$ cat src/rtl/controlador_minado_pkg.sv
// controlador_minado_pkg: shared state encoding and field widths for the nonce-search sequencer
package controlador_minado_pkg;
    localparam int NONCE_W  = 32;
    localparam int DATA_W   = 96;
    localparam int BLOQUE_W = 128;
    localparam int HASH_W   = 24;
    localparam int TARGET_W = 8;
    localparam int CUENTA_W = 4;
    typedef enum logic [2:0] {
        REPOSO  = 3'd0,
        ESPERAR = 3'd1,
        EVALUAR = 3'd2,
        EXITO   = 3'd3,
        AGOTADO = 3'd4
    } estado_t;
endpackage

$ cat src/rtl/controlador_minado_if.sv
// controlador_minado_if: request/datapath/result bundle; ciclos present only with CONTADOR_CICLOS_EN
interface controlador_minado_if;
    import controlador_minado_pkg::*;
    logic                inicio;
    logic [DATA_W-1:0]   bloque_datos;
    logic [TARGET_W-1:0] target;
    logic                hash_terminado;
    logic [HASH_W-1:0]   hash_bounty;
    logic [BLOQUE_W-1:0] bloque;
    logic [TARGET_W-1:0] target_out;
    logic                ocupado;
    logic                terminado;
    logic                agotado;
    logic [NONCE_W-1:0]  nonce_encontrado;
    logic [HASH_W-1:0]   hash_encontrado;
`ifdef CONTADOR_CICLOS_EN
    logic [31:0]         ciclos;
`endif
    modport master (
        output inicio, bloque_datos, target, hash_terminado, hash_bounty,
`ifdef CONTADOR_CICLOS_EN
        input ciclos,
`endif
        input bloque, target_out, ocupado, terminado, agotado, nonce_encontrado, hash_encontrado
    );
    modport slave (
        input inicio, bloque_datos, target, hash_terminado, hash_bounty,
`ifdef CONTADOR_CICLOS_EN
        output ciclos,
`endif
        output bloque, target_out, ocupado, terminado, agotado, nonce_encontrado, hash_encontrado
    );
endinterface

$ cat src/rtl/controlador_minado_contador_espera.sv
// contador_espera: loadable down-counter whose zero flag ends the per-nonce datapath wait
module contador_espera
    import controlador_minado_pkg::*;
(
    input  logic                clk,
    input  logic                reset,
    input  logic                i_cargar,
    input  logic [CUENTA_W-1:0] i_valor,
    input  logic                i_decrementar,
    output logic                o_cero
);
    logic [CUENTA_W-1:0] r_cuenta;
    always_ff @(posedge clk or posedge reset)
        if (reset) r_cuenta <= '0;
        else if (i_cargar) r_cuenta <= i_valor;
        else if (i_decrementar && r_cuenta != '0) r_cuenta <= r_cuenta - 1'b1;
    assign o_cero = r_cuenta == '0;
endmodule

$ cat src/rtl/controlador_minado.sv
// controlador_minado: nonce-search sequencer; `define CONTADOR_CICLOS_EN adds the ciclos busy-cycle counter
module controlador_minado
    import controlador_minado_pkg::*;
#(
    parameter int                 LATENCIA  = 1,
    parameter logic [NONCE_W-1:0] NONCE_MAX = 32'hFFFF_FFFF
) (
    input logic                 clk,
    input logic                 reset,
    controlador_minado_if.slave bus
);
    localparam logic [CUENTA_W-1:0] CARGA = CUENTA_W'(LATENCIA - 1);
    estado_t             r_estado, w_siguiente;
    logic [DATA_W-1:0]   r_datos;
    logic [TARGET_W-1:0] r_target;
    logic [NONCE_W-1:0]  r_nonce, r_nonce_enc;
    logic [HASH_W-1:0]   r_hash_enc;
    logic                w_cero, w_aceptar, w_avanzar, w_exito, w_ocupado;
    contador_espera u_espera (
        .clk           (clk),
        .reset         (reset),
        .i_cargar      (w_aceptar || w_avanzar),
        .i_valor       (CARGA),
        .i_decrementar (r_estado == ESPERAR),
        .o_cero        (w_cero)
    );
    always_ff @(posedge clk or posedge reset)
        if (reset) r_estado <= REPOSO;
        else r_estado <= w_siguiente;
    // a dropped request wins over everything, including a same-cycle hit
    always_comb begin
        w_siguiente = r_estado;
        case (r_estado)
            REPOSO:         w_siguiente = bus.inicio ? ESPERAR : REPOSO;
            ESPERAR:        w_siguiente = !bus.inicio ? REPOSO : w_cero ? EVALUAR : ESPERAR;
            EVALUAR:        w_siguiente = !bus.inicio ? REPOSO : bus.hash_terminado ? EXITO :
                                          r_nonce == NONCE_MAX ? AGOTADO : ESPERAR;
            EXITO, AGOTADO: w_siguiente = bus.inicio ? r_estado : REPOSO;
            default:        w_siguiente = REPOSO;
        endcase
    end
    always_comb begin
        w_ocupado = r_estado == ESPERAR || r_estado == EVALUAR;
        w_aceptar = r_estado == REPOSO && bus.inicio;
        w_avanzar = r_estado == EVALUAR && w_siguiente == ESPERAR;
        w_exito   = r_estado == EVALUAR && w_siguiente == EXITO;
    end
    always_ff @(posedge clk or posedge reset)
        if (reset) begin
            r_datos     <= '0;
            r_target    <= '0;
            r_nonce     <= '0;
            r_nonce_enc <= '0;
            r_hash_enc  <= '0;
        end else if (w_aceptar) begin
            r_datos     <= bus.bloque_datos;
            r_target    <= bus.target;
            r_nonce     <= '0;
            r_nonce_enc <= '0;
            r_hash_enc  <= '0;
        end else if (w_avanzar) begin
            r_nonce     <= r_nonce + 1'b1;
        end else if (w_exito) begin
            r_nonce_enc <= r_nonce;
            r_hash_enc  <= bus.hash_bounty;
        end
`ifdef CONTADOR_CICLOS_EN
    logic [31:0] r_ciclos;
    always_ff @(posedge clk or posedge reset)
        if (reset) r_ciclos <= '0;
        else if (w_aceptar) r_ciclos <= '0;
        else if (w_ocupado && r_ciclos != '1) r_ciclos <= r_ciclos + 1'b1;
    assign bus.ciclos = r_ciclos;
`endif
    assign bus.bloque           = {r_datos, r_nonce};
    assign bus.target_out       = r_target;
    assign bus.ocupado          = w_ocupado;
    assign bus.terminado        = r_estado == EXITO;
    assign bus.agotado          = r_estado == AGOTADO;
    assign bus.nonce_encontrado = r_nonce_enc;
    assign bus.hash_encontrado  = r_hash_enc;
endmodule

$ cat src/flat_wrapper.sv
// flat-port wrapper written by rule: the top's interface ports become plain ports
module controlador_minado_flat import controlador_minado_pkg::*;
#(
    parameter int                 LATENCIA  = 1,
    parameter logic [NONCE_W-1:0] NONCE_MAX = 32'hFFFF_FFFF
)
  (clk, reset, bus_inicio, bus_bloque_datos, bus_target, bus_hash_terminado, bus_hash_bounty, bus_bloque, bus_target_out, bus_ocupado, bus_terminado, bus_agotado, bus_nonce_encontrado, bus_hash_encontrado);
  controlador_minado_if bus_i ();
  input logic clk;
  input logic reset;
  input wire logic [$bits(bus_i.inicio)-1:0] bus_inicio;
  input wire logic [$bits(bus_i.bloque_datos)-1:0] bus_bloque_datos;
  input wire logic [$bits(bus_i.target)-1:0] bus_target;
  input wire logic [$bits(bus_i.hash_terminado)-1:0] bus_hash_terminado;
  input wire logic [$bits(bus_i.hash_bounty)-1:0] bus_hash_bounty;
  output wire logic [$bits(bus_i.bloque)-1:0] bus_bloque;
  output wire logic [$bits(bus_i.target_out)-1:0] bus_target_out;
  output wire logic [$bits(bus_i.ocupado)-1:0] bus_ocupado;
  output wire logic [$bits(bus_i.terminado)-1:0] bus_terminado;
  output wire logic [$bits(bus_i.agotado)-1:0] bus_agotado;
  output wire logic [$bits(bus_i.nonce_encontrado)-1:0] bus_nonce_encontrado;
  output wire logic [$bits(bus_i.hash_encontrado)-1:0] bus_hash_encontrado;
  assign bus_i.inicio = bus_inicio;
  assign bus_i.bloque_datos = bus_bloque_datos;
  assign bus_i.target = bus_target;
  assign bus_i.hash_terminado = bus_hash_terminado;
  assign bus_i.hash_bounty = bus_hash_bounty;
  assign bus_bloque = bus_i.bloque;
  assign bus_target_out = bus_i.target_out;
  assign bus_ocupado = bus_i.ocupado;
  assign bus_terminado = bus_i.terminado;
  assign bus_agotado = bus_i.agotado;
  assign bus_nonce_encontrado = bus_i.nonce_encontrado;
  assign bus_hash_encontrado = bus_i.hash_encontrado;
  controlador_minado #(.LATENCIA(LATENCIA), .NONCE_MAX(NONCE_MAX)) u_core (.clk(clk), .reset(reset), .bus(bus_i));
endmodule
$ cat config.mk
export PLATFORM = sky130hd
export DESIGN_NAME = controlador_minado_flat
export DESIGN_NICKNAME = d
export VERILOG_FILES = /design/src/rtl/controlador_minado_pkg.sv /design/src/rtl/controlador_minado_if.sv /design/src/rtl/controlador_minado_contador_espera.sv /design/src/rtl/controlador_minado.sv /design/src/flat_wrapper.sv
export SDC_FILE = /design/constraint.sdc
export NUM_CORES = 1
export LEC_CHECK = 0
export ABC_CLOCK_PERIOD_IN_PS = 8890
export CAP_MARGIN = 15
export CORE_ASPECT_RATIO = 0.8
export CORE_MARGIN = 4
export CORE_UTILIZATION = 44
export DETAILED_ROUTE_END_ITERATION = 7
export PLACE_DENSITY = 0.91
export SYNTH_ARGS = -nofsm -noshare
export SYNTH_HDL_FRONTEND = slang
export SYNTH_SLANG_ARGS = --single-unit
$ cat constraint.sdc
create_clock -name clk -period 8.89 [get_ports clk]
set_input_delay 1.778 -clock clk [delete_from_list [all_inputs] [get_ports clk]]
set_output_delay 1.778 -clock clk [all_outputs]
set_load 0.05 [all_outputs]
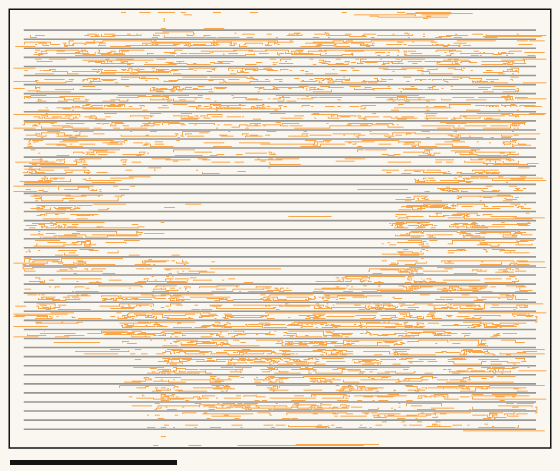
*M1 wires, run 1*
The bar under the picture is 50 um long. Supply wires on this layer in grey.
The layer holds 41% of the routed length. The wires run mostly horizontal. The layer carries 10100 um of wire.
Via Count: 7635
Post-Route WL: 24700 um
met1 GRT Util: 29.0%

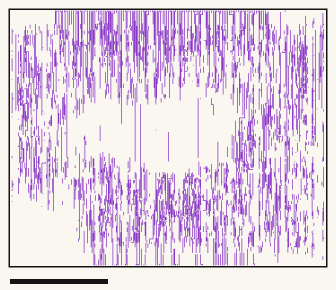
*Met2 routing, run 1*
The bar under the picture is 50 um long.
1127 nets have wire on it. The layer holds 50% of the routed length. The longest straight run is 58.0 um. The wires run mostly vertical.

==> out/qor.yml, run 1 <==
route:
  drt_first_pass_iters: 7
  drt_iter0_drc: 541
  remaining_drc_errors: 0
  wl_met3_um: 1960
  ant_nets: 0
  dr_wl_met2_um: 12300
  maxUsedRoutingLayer: "met4"
  avgViaCountPerCell: 5.12
hold_path:
  hold_end: "u_core.r_datos[76]"
  hold_depth: 2
  hold_class: "reg2reg"
finish:
  areaGrowthSynthToFinish_pct: 47.8
  register_area_mm2: 0.00498
  buf_share_pct: 26.8
  largest_reg_flops: 96
  nets: 1361
  layout_top_cell: "nand2_1"
  inv_count: 6
  largest_class: "registers"
  area.share.sequential_pct: 40.4
  fin_area_mm2: 0.0123
  largest_register: "u_core.r_datos"
  fin_util_pct: 67.1
  clk_share_pct: 4.75
  nFillCells: 1387
  instances_no_fill: 1492
  sh_comb_area_pct: 25.3
  n_all_buffers: 331
  drive_gt1_share_pct: 3.71
  comb_cells: 671
  ff_count: 199
sta:
  rsz0062_at_grt: "false"
  hold_viol: 0
  max_slew_margin_pct: 28.0
  whs_ps: 473
  finalSetupViolations: 0
  setup_tns_ps: 0
  setup_ws_ps: 4760
  tightest_slew_ps: 1080
  finalCritPeriodShare_pct: 46.5
  fin_worst_skew_ps: 15.0
  final_max_slew_viol_count: 0
place:
  gp_congestion: 0.820
  dpl_worst_slack_ps: 4410
  dp_cells: 1460
  placed_cell_area_mm2: 0.0117
  hpwlAfterDp_um: 17400
  port-buffer-count: 326
critical_path:
  cp-end-kind: "register"
  reg2reg_depth: 5
  cp_max_fo: 95
  crit_path_end: "u_core.bus.nonce_encontrado[26]"
  critPathArrivalTime_ps: 4450
  critPathTopFamily: "buffers and inverters"
  max_stage_delay_ps: 870
  reg2reg_from: "u_core.r_estado[2]"
  cp_num_cells: 6
  critPathLaunchType: "primary input"
  cp_cell_sequence: "clkdlybuf4s50_1 > nand2b_1 > or3_4 > buf_4 > nand2_1 > o21ai_0"
  critical_path_buf_inv_count: 2
  critical_path.startpoint: "bus_inicio"
  worstSetupPathType: "in2reg"
  r2r_slack_ps: 6110
power_and_ir_drop:
  finalPower_w: 0.00364
  p_seq_share_pct: 34.3
  pwr-share-clk_pct: 21.1
  maxPowerGroup: "combinational logic"
  sequentialPower_w: 0.00125
  peakVddDrop_v: 0.000214
  powerDensity_mw_per_mm2: 295
  pwr-share-comb_pct: 44.5
  power_clock_w: 0.000769
  comb_power_w: 0.00162
  power_leakage_nw: 5.53
  p_sw_w: 0.00161
floorplan:
  die_y_um: 131
  core_mm2: 0.0184
  dieWidth_um: 162
  rows: 44
  well_tap_count: 253
  ios: 327
  fp_util_pct: 45.4
  dieArea_mm2: 0.0212
clock_network:
  cts_sinks: 199
  cts_made_buffers: 17
  post_cts_buffers: 0
  holdBufCountCts: 0
  cts-resized-gates: 0
  cts_max_path_buffers: 2
  clock_latency_ps: 420
  cts-root-buf: "clkbuf_16"
  cts_tree: "done"
  htreeDepth: 4
synthesis:
  synthCells: 935
  mux_share_pct: 0.600
  ys_sh_simple_pct: 28.1
  syn_area_per_cell_um2: 8.92
  common_cells: "nand2_1, dfrtp_1, o21ai_0, clkbuf_1, a21oi_1"
  synthTopLogicFamily: "simple AND/OR/NAND/NOR gates"
  synth_area_leader_cell: "dfrtp_1"
  numSynthFlops: 199
  ys_warn_count: 0
  yosys.area_share.aoi_pct: 7.71
  async_reset_ff_share_pct: 100
  ff_type: "dfrtp_1"
  top_area_share_pct: 59.7
  synth-xor-area-share_pct: 0.420
  ys_seq_share_pct: 59.7
  netlist-cell-type-count: 40
  yosys_area_mm2: 0.00834
  adder_share_pct: 0.450
  synthTopCellsByArea: "dfrtp_1, nand2_1, o21ai_0"
global_routing:
  grt_overflow: 0
  use_met3_pct: 6.70
  grt_max_degree: 123
  grt-busiest-layer: "met2"
  grt_pass1_wl_um: 39700
  grt_pass1_vias: 7545
run:
  maxCapViolCount: 0
  log.warning_count: 33
run_status:
  outcome: "complete, no violations"
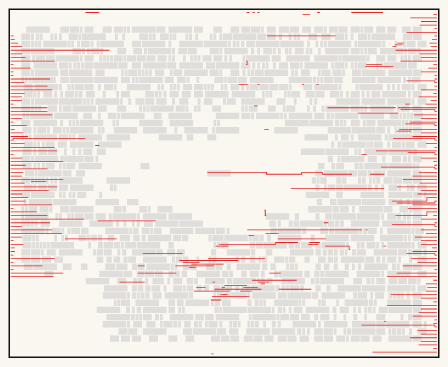
*Signal wires on met3, run 1*
Cells faint in the background.
209 nets have wire on it. The wires run mostly horizontal. The layer holds 7.9% of the routed length. The longest straight run is 43.2 um.

### Congestion heat map, run 1

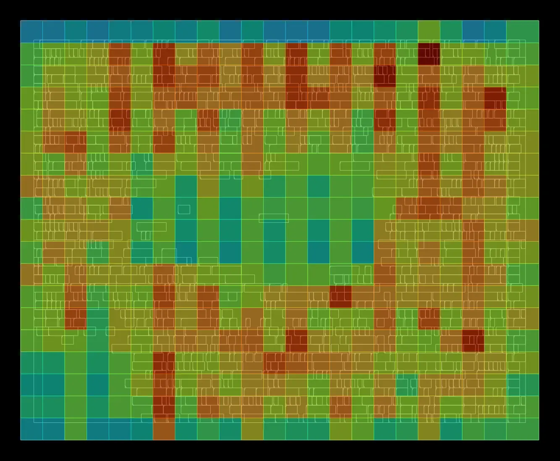

--- run 2 (diff from run 1) ---
Settings changed: ABC_CLOCK_PERIOD_IN_PS 8890 to 3500, CORE_UTILIZATION 44 to 40, PLACE_DENSITY 0.91 to 0.87.
Clock period 8.89 ns to 3.5 ns, I/O delays scaled along.
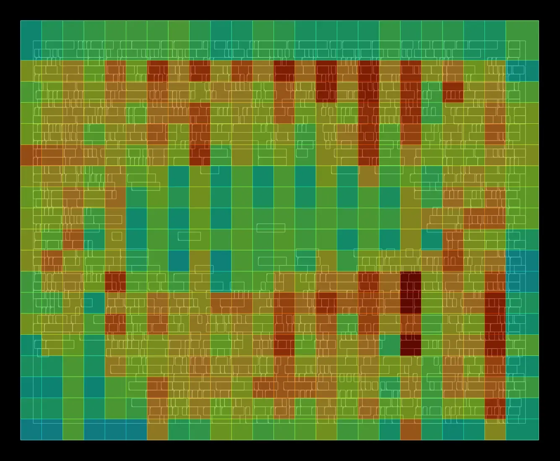
*Congestion heat map, run 2*
grt met2 use: 36.0%
DR WL/cell: 16.5 um

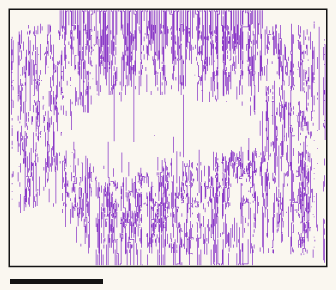
*Met2 routing, run 2*
The bar under the picture is 50 um long.
The layer holds 50% of the routed length. The layer carries 12400 um of wire. 1132 nets have wire on it. The longest straight run is 55.2 um. The wires run mostly vertical.

==> run 2 against run 1 <==
Compared with the run above: worst setup slack got worse by 4100 ps; hold slack improved by 4.4 ps; non-clock buffer count rose by 12; die size rose by 9.4%; routed wire length rose by 1.3%; clock-buffer cell count rose by 1; cell count is 1.5% higher; register-to-register slack lost 5400 ps; largest power group unchanged; highest routed layer unchanged.
==> out/qor.yml, run 2 <==
critical_path:
  critical_path.startpoint: "u_core.r_estado[0]"
  critical_path_buf_inv_count: 2
  worstSetupPathType: "reg2out"
  cp-end-kind: "output pin"
  crit_path_end: "bus_terminado"
  critPathArrivalTime_ps: 2140
  reg2reg_depth: 7
  critPathTopFamily: "buffers and inverters"
  r2r_slack_ps: 700
  reg2reg_from: "u_core.u_espera.r_cuenta[0]"
  cp_max_fo: 10
  cp_cell_sequence: "inv_1 > nor3b_1 > clkdlybuf4s50_1"
  max_stage_delay_ps: 860
  critPathLaunchType: "register"
finish:
  inv_count: 6
  largest_class: "registers"
  nets: 1373
  buf_share_pct: 27.7
  largest_reg_flops: 96
  ff_count: 199
  areaGrowthSynthToFinish_pct: 50.6
  area.share.sequential_pct: 39.6
  layout.area.comb_mm2: 0.00312
  instances_no_fill: 1515
  sh_comb_area_pct: 24.8
  comb_cells: 671
  clk_share_pct: 4.99
  fin_util_pct: 62.4
  drive_gt1_share_pct: 4.72
  register_area_mm2: 0.00498
  fin_area_mm2: 0.0126
  largest_register: "u_core.r_datos"
  nFillCells: 1616
  final_cell_mix: "nand2_1, clkdlybuf4s50_1, dfrtp_1"
  layout_top_cell: "nand2_1"
  n_all_buffers: 343
global_routing:
  grt_overflow: 0
  grt-busiest-layer: "met2"
  grt_max_degree: 105
  grt_pass1_wl_um: 39200
  grt_pass1_vias: 7650
  antenna_found_initial: 0
  use_met3_pct: 5.94
synthesis:
  synthTopLogicFamily: "simple AND/OR/NAND/NOR gates"
  yosys.area_share.aoi_pct: 7.71
  ys_sh_simple_pct: 28.1
  adder_share_pct: 0.450
  synthCells: 935
  numSynthFlops: 199
  netlist-cell-type-count: 40
  yosys_area_mm2: 0.00834
  synth-xor-area-share_pct: 0.420
  ff_type: "dfrtp_1"
  synth_area_leader_cell: "dfrtp_1"
  ys_warn_count: 0
  common_cells: "nand2_1, dfrtp_1, o21ai_0, clkbuf_1, a21oi_1"
  top_area_share_pct: 59.7
  async_reset_ff_share_pct: 100
  syn_area_per_cell_um2: 8.92
  synthTopCellsByArea: "dfrtp_1, nand2_1, o21ai_0"
power_and_ir_drop:
  peakVddDrop_v: 0.000530
  power_leakage_nw: 5.63
  pwr-share-clk_pct: 21.9
  p_seq_share_pct: 33.7
  powerDensity_mw_per_mm2: 744
  finalPower_w: 0.00935
  comb_power_w: 0.00415
  p_int_w: 0.00522
  pwr-share-comb_pct: 44.4
  p_sw_w: 0.00413
  sequentialPower_w: 0.00315
  maxPowerGroup: "combinational logic"
route:
  drt_iter0_drc: 724
  ant_nets: 0
  wl_met1_um: 9950
  wl_um: 25100
  avgViaCountPerCell: 5.09
  wl_met3_um: 2260
  maxUsedRoutingLayer: "met4"
  drt_first_pass_iters: 6
  remaining_drc_errors: 0
floorplan:
  rows: 46
  dieArea_mm2: 0.0233
  well_tap_count: 264
  die_y_um: 137
  core_mm2: 0.0201
  dieWidth_um: 169
  fp_util_pct: 41.4
  ios: 327
clock_network:
  post_cts_buffers: 0
  cts_max_path_buffers: 2
  htreeDepth: 4
  cts_made_buffers: 17
  cts_sinks: 199
  clock_latency_ps: 430
  path_clk_slew_ps: 70
  holdBufCountCts: 0
  cts-resized-gates: 0
  cts-root-buf: "clkbuf_16"
sta:
  fin_worst_skew_ps: 10.2
  final_max_slew_viol_count: 0
  rsz0062_at_grt: "false"
  max_slew_margin_pct: 51.4
  finalSetupViolations: 0
  setup_tns_ps: 0
  tightest_slew_ps: 729
  whs_ps: 477
  setup_ws_ps: 660
  hold_viol: 0
hold_path:
  hold_end: "u_core.r_datos[45]"
  hold_class: "reg2reg"
  hold_depth: 2
place:
  dpl_worst_slack_ps: 491
  port-buffer-count: 326
  placed_cell_area_mm2: 0.0119
  hpwlAfterDp_um: 18100
run_status:
  outcome: "complete, no violations"
run:
  log.warning_count: 29
  maxCapViolCount: 0
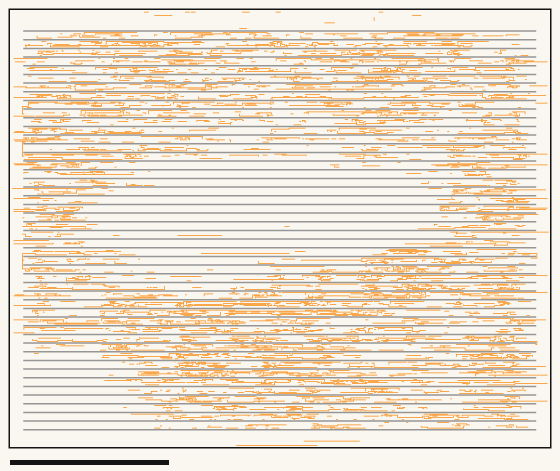
*M1 wires, run 2*
The bar under the picture is 50 um long. Supply wires on this layer in grey.
The longest straight run is 36.3 um. The wires run mostly horizontal.
Via Count: 7707
met1 GRT Util: 26.5%

No activity file was given, so power comes from the tool's default toggle rates.
